[src/rtl/ad_nios_cascade_match_eval.sv]
// ad_nios_cascade_match_eval
//   Serialised wide masked compare. A start captures the word under test,
//   the expected pattern and the care mask; one SLICE_WIDTH-bit slice is
//   then checked per clock with a cascade-style AND-accumulate. The result
//   is match/mismatch plus the index of the first failing slice.
//
// Ports
//   clk            rising-edge system clock
//   reset_n        asynchronous active-low reset
//   start          request evaluation (accepted in IDLE or DONE only)
//   abort          synchronous cancel, back to IDLE, clears result, no done
//   data/pattern   word under test / expected value, captured on start
//   care_mask      1 = compare bit, 0 = don't care, captured on start
//   busy           high while slices are being scanned
//   done           one-cycle result-valid pulse
//   match          1 = all cared bits equal, held until next accepted start
//   mismatch_index first failing slice (0 = LSB slice), 0 on match
//
// Build option
//   CASC_EARLY_EXIT_EN  when defined, the scan stops on the first failing
//                       slice; otherwise latency is always NUM_SLICES+1.

module ad_nios_cascade_match_eval #(
    parameter  int DATA_WIDTH  = 32,
    parameter  int SLICE_WIDTH = 4,
    localparam int NUM_SLICES  = DATA_WIDTH / SLICE_WIDTH,
    localparam int IDX_WIDTH   = (NUM_SLICES > 1) ? $clog2(NUM_SLICES) : 1
) (
    input  logic                  clk,
    input  logic                  reset_n,
    input  logic                  start,
    input  logic                  abort,
    input  logic [DATA_WIDTH-1:0] data,
    input  logic [DATA_WIDTH-1:0] pattern,
    input  logic [DATA_WIDTH-1:0] care_mask,
    output logic                  busy,
    output logic                  done,
    output logic                  match,
    output logic [IDX_WIDTH-1:0]  mismatch_index
);

    typedef enum logic [1:0] {
        ST_IDLE = 2'd0,
        ST_EVAL = 2'd1,
        ST_DONE = 2'd2
    } state_t;

    localparam logic [IDX_WIDTH-1:0] LAST_SLICE = IDX_WIDTH'(NUM_SLICES - 1);

    state_t                state_q, state_d;
    // Only the masked difference is needed afterwards, so the three
    // captured operands are folded into one register at start time.
    logic [DATA_WIDTH-1:0] diff_q, diff_d;
    logic [IDX_WIDTH-1:0]  slice_cnt_q, slice_cnt_d;
    logic                  acc_q, acc_d;
    logic                  busy_q, busy_d;
    logic                  done_q, done_d;
    logic                  match_q, match_d;
    logic [IDX_WIDTH-1:0]  idx_q, idx_d;

    logic [DATA_WIDTH-1:0] diff_shift;
    logic                  slice_ok;

    always_comb begin
        diff_shift = diff_q >> (32'(slice_cnt_q) * SLICE_WIDTH);
        slice_ok   = ~|diff_shift[SLICE_WIDTH-1:0];

        state_d     = state_q;
        diff_d      = diff_q;
        slice_cnt_d = slice_cnt_q;
        acc_d       = acc_q;
        match_d     = match_q;
        idx_d       = idx_q;

        if (abort) begin
            state_d = ST_IDLE;
            match_d = 1'b0;
            idx_d   = '0;
        end else begin
            case (state_q)
                ST_IDLE, ST_DONE: begin
                    if (start) begin
                        diff_d      = (data ^ pattern) & care_mask;
                        acc_d       = 1'b1;
                        slice_cnt_d = '0;
                        match_d     = 1'b0;
                        idx_d       = '0;
                        state_d     = ST_EVAL;
                    end else begin
                        state_d = ST_IDLE;
                    end
                end
                ST_EVAL: begin
                    // acc_q still set means no earlier slice failed, so this
                    // is the first failure and the index is latched.
                    if (!slice_ok && acc_q) begin
                        idx_d = slice_cnt_q;
                        acc_d = 1'b0;
                    end
`ifdef CASC_EARLY_EXIT_EN
                    if (!slice_ok || slice_cnt_q == LAST_SLICE) begin
`else
                    if (slice_cnt_q == LAST_SLICE) begin
`endif
                        state_d = ST_DONE;
                        match_d = acc_q & slice_ok;
                    end else begin
                        slice_cnt_d = slice_cnt_q + 1'b1;
                    end
                end
                default: state_d = ST_IDLE;
            endcase
        end

        busy_d = (state_d == ST_EVAL);
        done_d = (state_d == ST_DONE);
    end

    always_ff @(posedge clk or negedge reset_n) begin
        if (!reset_n) begin
            state_q     <= ST_IDLE;
            diff_q      <= '0;
            slice_cnt_q <= '0;
            acc_q       <= 1'b0;
            busy_q      <= 1'b0;
            done_q      <= 1'b0;
            match_q     <= 1'b0;
            idx_q       <= '0;
        end else begin
            state_q     <= state_d;
            diff_q      <= diff_d;
            slice_cnt_q <= slice_cnt_d;
            acc_q       <= acc_d;
            busy_q      <= busy_d;
            done_q      <= done_d;
            match_q     <= match_d;
            idx_q       <= idx_d;
        end
    end

    assign busy           = busy_q;
    assign done           = done_q;
    assign match          = match_q;
    assign mismatch_index = idx_q;

endmodule

[config.mk]
export PLATFORM = sky130hd
export DESIGN_NAME = ad_nios_cascade_match_eval
export DESIGN_NICKNAME = d
export VERILOG_FILES = /design/src/rtl/ad_nios_cascade_match_eval.sv
export SDC_FILE = /design/constraint.sdc
export NUM_CORES = 1
export LEC_CHECK = 0
export ABC_AREA = 1
export CAP_MARGIN = 20
export CORE_ASPECT_RATIO = 1.2
export CORE_MARGIN = 2
export CORE_UTILIZATION = 42
export CTS_BUF_LIST = sky130_fd_sc_hd__clkbuf_4
export CTS_CLUSTER_DIAMETER = 200
export CTS_CLUSTER_SIZE = 28
export DETAILED_ROUTE_END_ITERATION = 10
export GPL_ROUTABILITY_DRIVEN = 0
export PLACE_DENSITY = 0.82
export SKIP_LAST_GASP = 1
export SYNTH_ARGS = -nofsm -noshare
export SYNTH_HDL_FRONTEND = slang
export SYNTH_SLANG_ARGS = --single-unit
[constraint.sdc]
create_clock -name clk -period 1.75 [get_ports clk]
set_clock_uncertainty 0.1 [all_clocks]
set_input_delay 0.35 -clock clk [delete_from_list [all_inputs] [get_ports clk]]
set_output_delay 0.35 -clock clk [all_outputs]
set_load 0.005 [all_outputs]
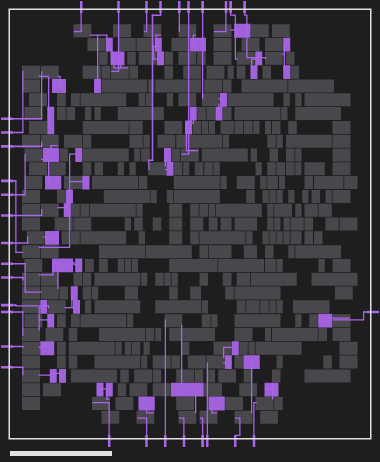
Figure 1: run 1, port wiring.
Scale bar: 20 microns.
[purple] `data` | bits: 32 | direction: input | edge: 13 west, 10 north, 8 south, 1 east | end cells: 55 | buffers: 32 | wire: 538 microns
Boundary Pins: 106
PortBufs: 105

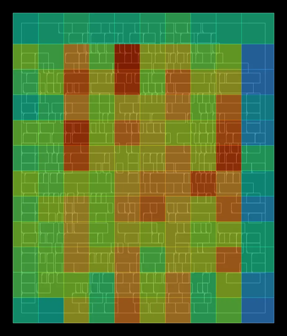
Figure 2: run 1, congestion heat map.
mean routed wirelength per cell: 11.7 microns
GRT met2 Usage: 36.2%
post-layout util: 66.8%
total track usage: 19.7%

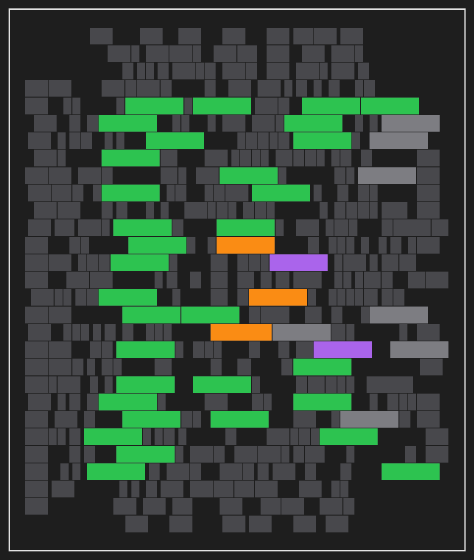
Figure 3: run 1, register map, names as in the netlist.
Other sequential cells in the stronger gray, the rest of the logic in the fainter gray.
[orange] `slice_cnt_q` | sequential cells: 3
[green] `diff_q` | sequential cells: 32
[purple] `state_q` | sequential cells: 2
not colored: 7
sequential power: 1.26 mW
Reg area: 1100 sq um
fraction of area in registers: 31.6%

==> flow_metrics.env, run 1 <==
# physical design summary
export IMPL_status="finished, final reports clean"
export IMPL_aoi_share_pct=8.64
export IMPL_ff_count=44
export IMPL_drt_pass1_iter_count=4
export IMPL_num_multi_input_gates=216
export IMPL_cts_buffer_depth=2
export IMPL_placed_area_sq_um=3390
export IMPL_setup_tns_ns=0
export IMPL_worstMarginPinSlew_ns=0.502
export IMPL_netlist_area_sq_um=2260
export IMPL_whs_ns=0.390
export IMPL_design_area_sq_um=3490
export IMPL_critPathArrivalTime_ns=1.22
export IMPL_dieWidth_microns=70.9
export IMPL_drt_antenna_violating_nets=0
export IMPL_clock_fmax_ghz=0.600
export IMPL_post_route_period_util_pct=95.2
export IMPL_use_met3_pct=4.44
export IMPL_ys_ff=44
export IMPL_top_logic_kind="simple AND/OR/NAND/NOR gates"
export IMPL_hold_violations=0
export IMPL_vias_per_cell=4.96
export IMPL_grt_overflow=0
export IMPL_rsz0062_at_grt="no"
export IMPL_start_kind="flip-flop"
export IMPL_cp_max_fo=2
export IMPL_grt_pass1_wl_microns=9520
export IMPL_min_period_ns=1.67
export IMPL_synth_xor_area_share_pct=3.49
export IMPL_setup_slack_ns=0.0839
export IMPL_n_clock_buffer=7
export IMPL_powerDensity_nw_per_um2=724
export IMPL_floorplan_nets=389
export IMPL_path_class="reg -> out"
export IMPL_die_height_microns=84.3
export IMPL_fill_cells=466
export IMPL_row_count=29
export IMPL_synth_seq_area_share_pct=48.8
export IMPL_antennaDiodeCount=0
export IMPL_routed_wl_microns=5470
export IMPL_placed_cells=453
export IMPL_cts_buffers=5
export IMPL_cts_tree="done"
export IMPL_max_slew_margin_pct=66.6
export IMPL_cap_viol_max_count=0
export IMPL_dp_slack_ns=-0.120
export IMPL_n_all_buffers=116
export IMPL_lay_top_count="clkdlybuf4s50_1"
export IMPL_clkSinkCount=44
export IMPL_largest_class="non-clock buffers"
export IMPL_slowest_stage="clkdlybuf4s50_1"
export IMPL_ys_cells=287
export IMPL_setup_viol=0
export IMPL_max_stage_delay_ns=0.50
export IMPL_dieArea_sq_um=5980
export IMPL_crit_buf_inv=1
export IMPL_antenna_found_initial=0
export IMPL_irDropWorstVdd_mv=0.433
export IMPL_comb_area_sq_um=1040
export IMPL_simple_gate_share_pct=32.7
export IMPL_htree_levels=2
export IMPL_crit_chain="clkdlybuf4s50_1"
export IMPL_met1_usage_pct=22.3
export IMPL_drc_errors=0
export IMPL_coreArea_sq_um=5230
export IMPL_avgSynthCellArea_sq_um=7.87
export IMPL_vias=2310
export IMPL_bufAreaShareNonClock_pct=32.7
export IMPL_non_clock_inverter_count=20
export IMPL_drive_gt1_share_pct=6.93
export IMPL_p_leak_nw=1.54
export IMPL_log_warning_count=26
export IMPL_grt_pass1_vias=2353
export IMPL_busiest_layer="met2"
export IMPL_clk_pin_slew_worst_paths_ns=0.12
export IMPL_grt_max_degree=28
export IMPL_cts_root_buffer="clkbuf_4"
export IMPL_cp_required_ns=1.30
export IMPL_syn_inst=287
export IMPL_hold_path_class="in -> async"
export IMPL_mux_share_pct=0
export IMPL_area_delta_synth_final_pct=54.6
export IMPL_yosysChipArea_sq_um=2260
export IMPL_cp_top_family="buffers and inverters"
export IMPL_synthAdderAreaFrac_pct=1.11
export IMPL_drtIter0Drc=83
export IMPL_nWellTaps=62
export IMPL_combAreaFraction_pct=29.7
export IMPL_fin_total_pwr_mw=2.53
export IMPL_end_kind="output pin"
export IMPL_initCoreUtil_pct=43.2
export IMPL_yosys_warnings=0
export IMPL_clock_cell_area_share_pct=1.61
export IMPL_final_cell_mix="clkdlybuf4s50_1 (104), nand2_1 (57), nand3_1 (55)"
export IMPL_maxSlewViolCount=0
export IMPL_synth_cell_type_count=21
export IMPL_stdcell_count=466
export IMPL_fin_nets=505
export IMPL_clock_latency_ns=0.35
export IMPL_dp_hpwl_microns=4380
run 1: final timing paths:
| kind | start | end | slack [ns] | cells past startpoint |
|---|---|---|---|---|
| hold / removal | reset_n | diff_q[29] | 0.39 | 2 |
| setup reg to reg | slice_cnt_q[0] | acc_q | 0.14 | 11 |
| min in group clk | diff_q[20] | diff_q[20] | 0.40 | 2 |
| hold reg to reg | diff_q[20] | diff_q[20] | 0.40 | 2 |
| max in group asynchronous | reset_n | slice_cnt_q[0] | 0.66 | 3 |
| setup / recovery | mismatch_index[0] | mismatch_index[0] | 0.08 | 1 |
run 1: registers in the layout, summed over array words and instances (netlist names):
register        count
mismatch_index      3
diff_q             32
acc_q               1
slice_cnt_q         3
busy                1
done                1
state_q             2
match               1
run 1: where the power goes:
group | switching, mW | leakage (nW) | total [mW] | internal (mW)
Clock | 0.296 | 0.0338 | 0.482 | 0.186
Combinational | 0.364 | 0.930 | 0.785 | 0.421
Sequential | 0.0897 | 0.576 | 1.26 | 1.17
run 1: layer usage:
layer  wire length [microns]  part of all wire [%]  vias up
met3                     261                   4.8        9
met2                    2900                    53       69
met5                       0                     0        -
met4                     110                   2.0        0
li1                        -                     -     1181
met1                    2200                    40     1051
run 1: Yosys cell counts, drive strengths merged:
library cell | number | area, sq um
ha | 2 | 25.0
nor2 | 46 | 183
nand3 | 57 | 295
a21oi | 3 | 15.0
dfrtp | 44 | 1100
clkbuf | 1 | 5.00
nand2 | 59 | 226
buf | 6 | 40.0
inv | 20 | 75.1
xor2 | 9 | 78.8
nor3 | 2 | 21.3
o21ai | 36 | 180
nand4 | 2 | 12.5
run 1: timing repair:
item                                    in CTS  in global routing
setup buffers                                0                  4
endpoints found under the setup margin       0                  6
resized                                      0                  1
hold endpoints to repair                    21                  0
hold buffers                                 1                  0
Figure 4. Clock distribution (run 1).
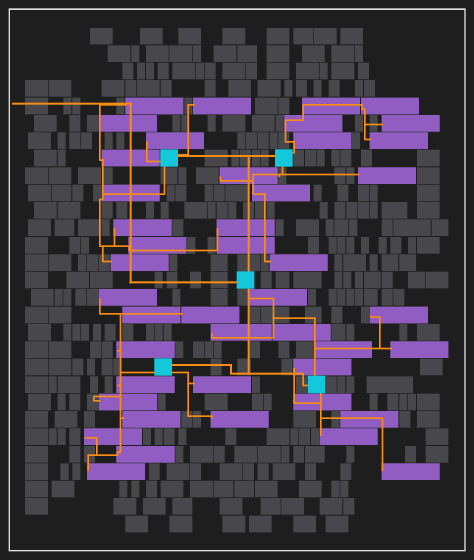

==> run 2, diff against run 1 <==
- ABC_AREA: 1 -> not set
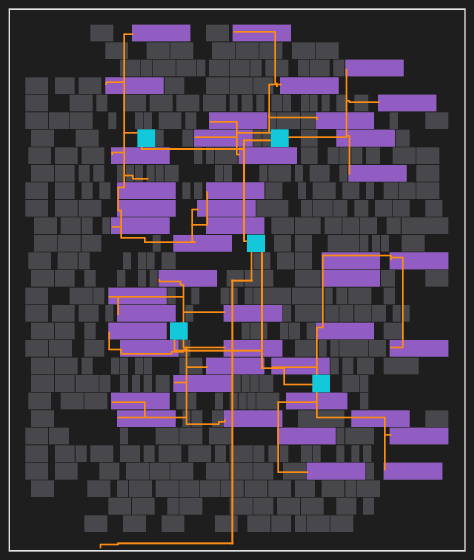
Figure 5: run 2, clock distribution.
[cyan] clock-net drivers | count: 5
[purple] flip-flops | count: 44
[orange] clock wires | length: 526 microns
routed clock nets: 6
P_clk: 0.443 mW
Clock Latency Late Sink: 0.35 ns
Clock Power Share: 17.0%

==> run 2 against run 1 <==
The run now ends with setup timing left. Largest cell class unchanged. Via count is 5.9% lower. Routed wire length increased by 4.0%. Worst hold slack got worse by 0.014 ns. Sequential share of layout area decreased by 1.0 points. Flip-flop count unchanged.
==> flow_metrics.env, run 2 <==
# physical design summary
export IMPL_yosysChipArea_sq_um=2230
export IMPL_edf_count=0
export IMPL_yosysTopAreaCellShare_pct=49.4
export IMPL_routed_wl_microns=5690
export IMPL_cts_resized=8
export IMPL_final_core_util_pct=69.5
export IMPL_critPathArrivalTime_ns=1.96
export IMPL_placed_area_sq_um=3460
export IMPL_p_leak_nw=1.72
export IMPL_antennaDiodeCount=0
export IMPL_min_period_ns=1.82
export IMPL_hold_buffers=1
export IMPL_largest_reg_flops=32
export IMPL_timing_rr_end="mismatch_index[0]"
export IMPL_grt_pass1_vias=2283
export IMPL_dp_slack_ns=-0.164
export IMPL_num_io_pins=106
export IMPL_cap_viol_max_count=0
export IMPL_lay_top_count="clkdlybuf4s50_1"
export IMPL_top_area_cell="dfrtp_1"
export IMPL_irDropWorstVdd_mv=0.397
export IMPL_drtIter0Drc=72
export IMPL_drive_gt1_share_pct=11.3
export IMPL_setup_viol=4
export IMPL_max_stage_delay_ns=0.47
export IMPL_final_cell_mix="clkdlybuf4s50_1 (104), nand2_1 (75), dfrtp_1 (43)"
export IMPL_min_path_cells=2
export IMPL_cts_root_buffer="clkbuf_4"
export IMPL_log_warning_count=28
export IMPL_r2r_cells=7
export IMPL_violations="setup timing"
export IMPL_antenna_found_initial=0
export IMPL_area_delta_synth_final_pct=61.7
export IMPL_netlist_area_sq_um=2230
export IMPL_synth_main_ff_cell="dfrtp_1"
export IMPL_placed_cells=421
export IMPL_drt_antenna_violating_nets=0
export IMPL_stdcell_count=434
export IMPL_holdPathEnd="diff_q[8]"
export IMPL_async_flop_share_pct=100
export IMPL_ys_cells=247
export IMPL_clk_pin_slew_worst_paths_ns=0.12
export IMPL_cp_top_family="AND-OR/OR-AND gates"
export IMPL_clkSinkCount=44
export IMPL_clock_fmax_ghz=0.550
export IMPL_cts_tree="done"
export IMPL_cts_buffer_depth=2
export IMPL_rsz0062_at_grt="yes"
export IMPL_design_area_sq_um=3610
export IMPL_cts_buffers=5
export IMPL_port_buffers=105
export IMPL_htree_levels=2
export IMPL_max_slew_margin_pct=67.2
export IMPL_maxSlewViolCount=0
export IMPL_coreArea_sq_um=5190
export IMPL_avgSynthCellArea_sq_um=9.03
export IMPL_synth_seq_area_share_pct=49.4
export IMPL_start_kind="flip-flop"
export IMPL_cp_max_fo=6
export IMPL_setup_tns_ns=-0.251
export IMPL_worstMarginPinSlew_ns=0.492
export IMPL_path_class="reg -> reg"
export IMPL_area_leaders="dfrtp_1 (49%), nand2_1 (13%), xor2_1 (13%)"
export IMPL_top_cell="nand2_1"
export IMPL_grt_pass1_wl_microns=9830
export IMPL_fin_total_pwr_mw=2.61
export IMPL_die_height_microns=83.8
export IMPL_status="finished with violations"
export IMPL_vias_per_cell=5.01
export IMPL_dieArea_sq_um=5910
export IMPL_floorplan_nets=349
export IMPL_ys_top_cells_by_count="nand2_1 (75), dfrtp_1 (44), nand3_1 (36)"
export IMPL_hold_path_class="reg -> reg"
export IMPL_grt_overflow=0
export IMPL_slowest_stage="dfrtp_2"
export IMPL_whs_ns=0.376
export IMPL_end_kind="flip-flop"
export IMPL_grt_max_degree=34
export IMPL_fin_nets=474
export IMPL_drc_errors=0
export IMPL_drt_pass1_iter_count=4
export IMPL_initCoreUtil_pct=43.0
export IMPL_row_count=29
export IMPL_dp_hpwl_microns=4580
export IMPL_crit_chain="or4b_4 -> nor3_2 -> a21oi_1 -> nand3_2 -> a222oi_1 -> buf_4 -> o21ai_1"
export IMPL_setup_slack_ns=-0.0695
export IMPL_dieWidth_microns=70.5
export IMPL_fill_cells=425
run 2: cell types whose count changed after synthesis, moves of 9 or more:
cell | previous run | this run
nor2_1 | 44 | 7
xor2_1 | 9 | 32
o21ai_1 | 22 | 0
nand3_1 | 55 | 36
nand2_1 | 57 | 75
inv_1 | 18 | 1
o21ai_0 | 14 | 5
run 2: report_power, final:
group | leakage [nW] | internal (mW) | switching, mW
clock network | 0.0261 | 0.141 | 0.303
logic | 1.11 | 0.504 | 0.371
registers | 0.578 | 1.18 | 0.115
total | 1.72 | 1.82 | 0.789
run 2: kinds of logic after synthesis:
logic type,Yosys count,share of synthesized area [%]
AOI/OAI and AO/OA,12,3.65
adders and majority gates,2,1.12
buffers and inverters,10,1.85
muxes,2,1.07
DFF,44,49.4
xor gates and xnor gates,32,12.6
and+or+nand+nor,145,30.4
run 2: worst max path at each step:
stage | depth (start not counted) | startpoint | endpoint
finish | 7 | slice_cnt_q[0] | mismatch_index[0]
global route | 8 | slice_cnt_q[2] | mismatch_index[0]
CTS | 6 | slice_cnt_q[2] | match
detailed placement | 6 | abort | mismatch_index[2]
global placement | 6 | abort | mismatch_index[0]
floorplan | 6 | slice_cnt_q[2] | mismatch_index[0]
run 2: layout make-up:
type | count | area [sq um] | area share, %
Clock buffer | 5 | 37.5 | 1.04
Clock inverter | 2 | 7.51 | 0.208
Inverter | 1 | 3.75 | 0.104
Multi-Input combinational cell | 193 | 1130 | 31.5
Sequential cell | 44 | 1100 | 30.6
Tap cell | 62 | 77.6 | 2.15
Timing Repair Buffer | 127 | 1240 | 34.5
run 2: metal layers:
metal  global-route usage (%)  up-vias  part of all wire [%]
met4                     9.62        0                   2.9
met2                     38.4       77                    55
met5                        0        -                     0
li1                         -     1071                     -
met1                     22.3     1011                    37
met3                     4.47       15                   5.0
Power figures rest on the tool's default switching activity, not on a simulated workload.
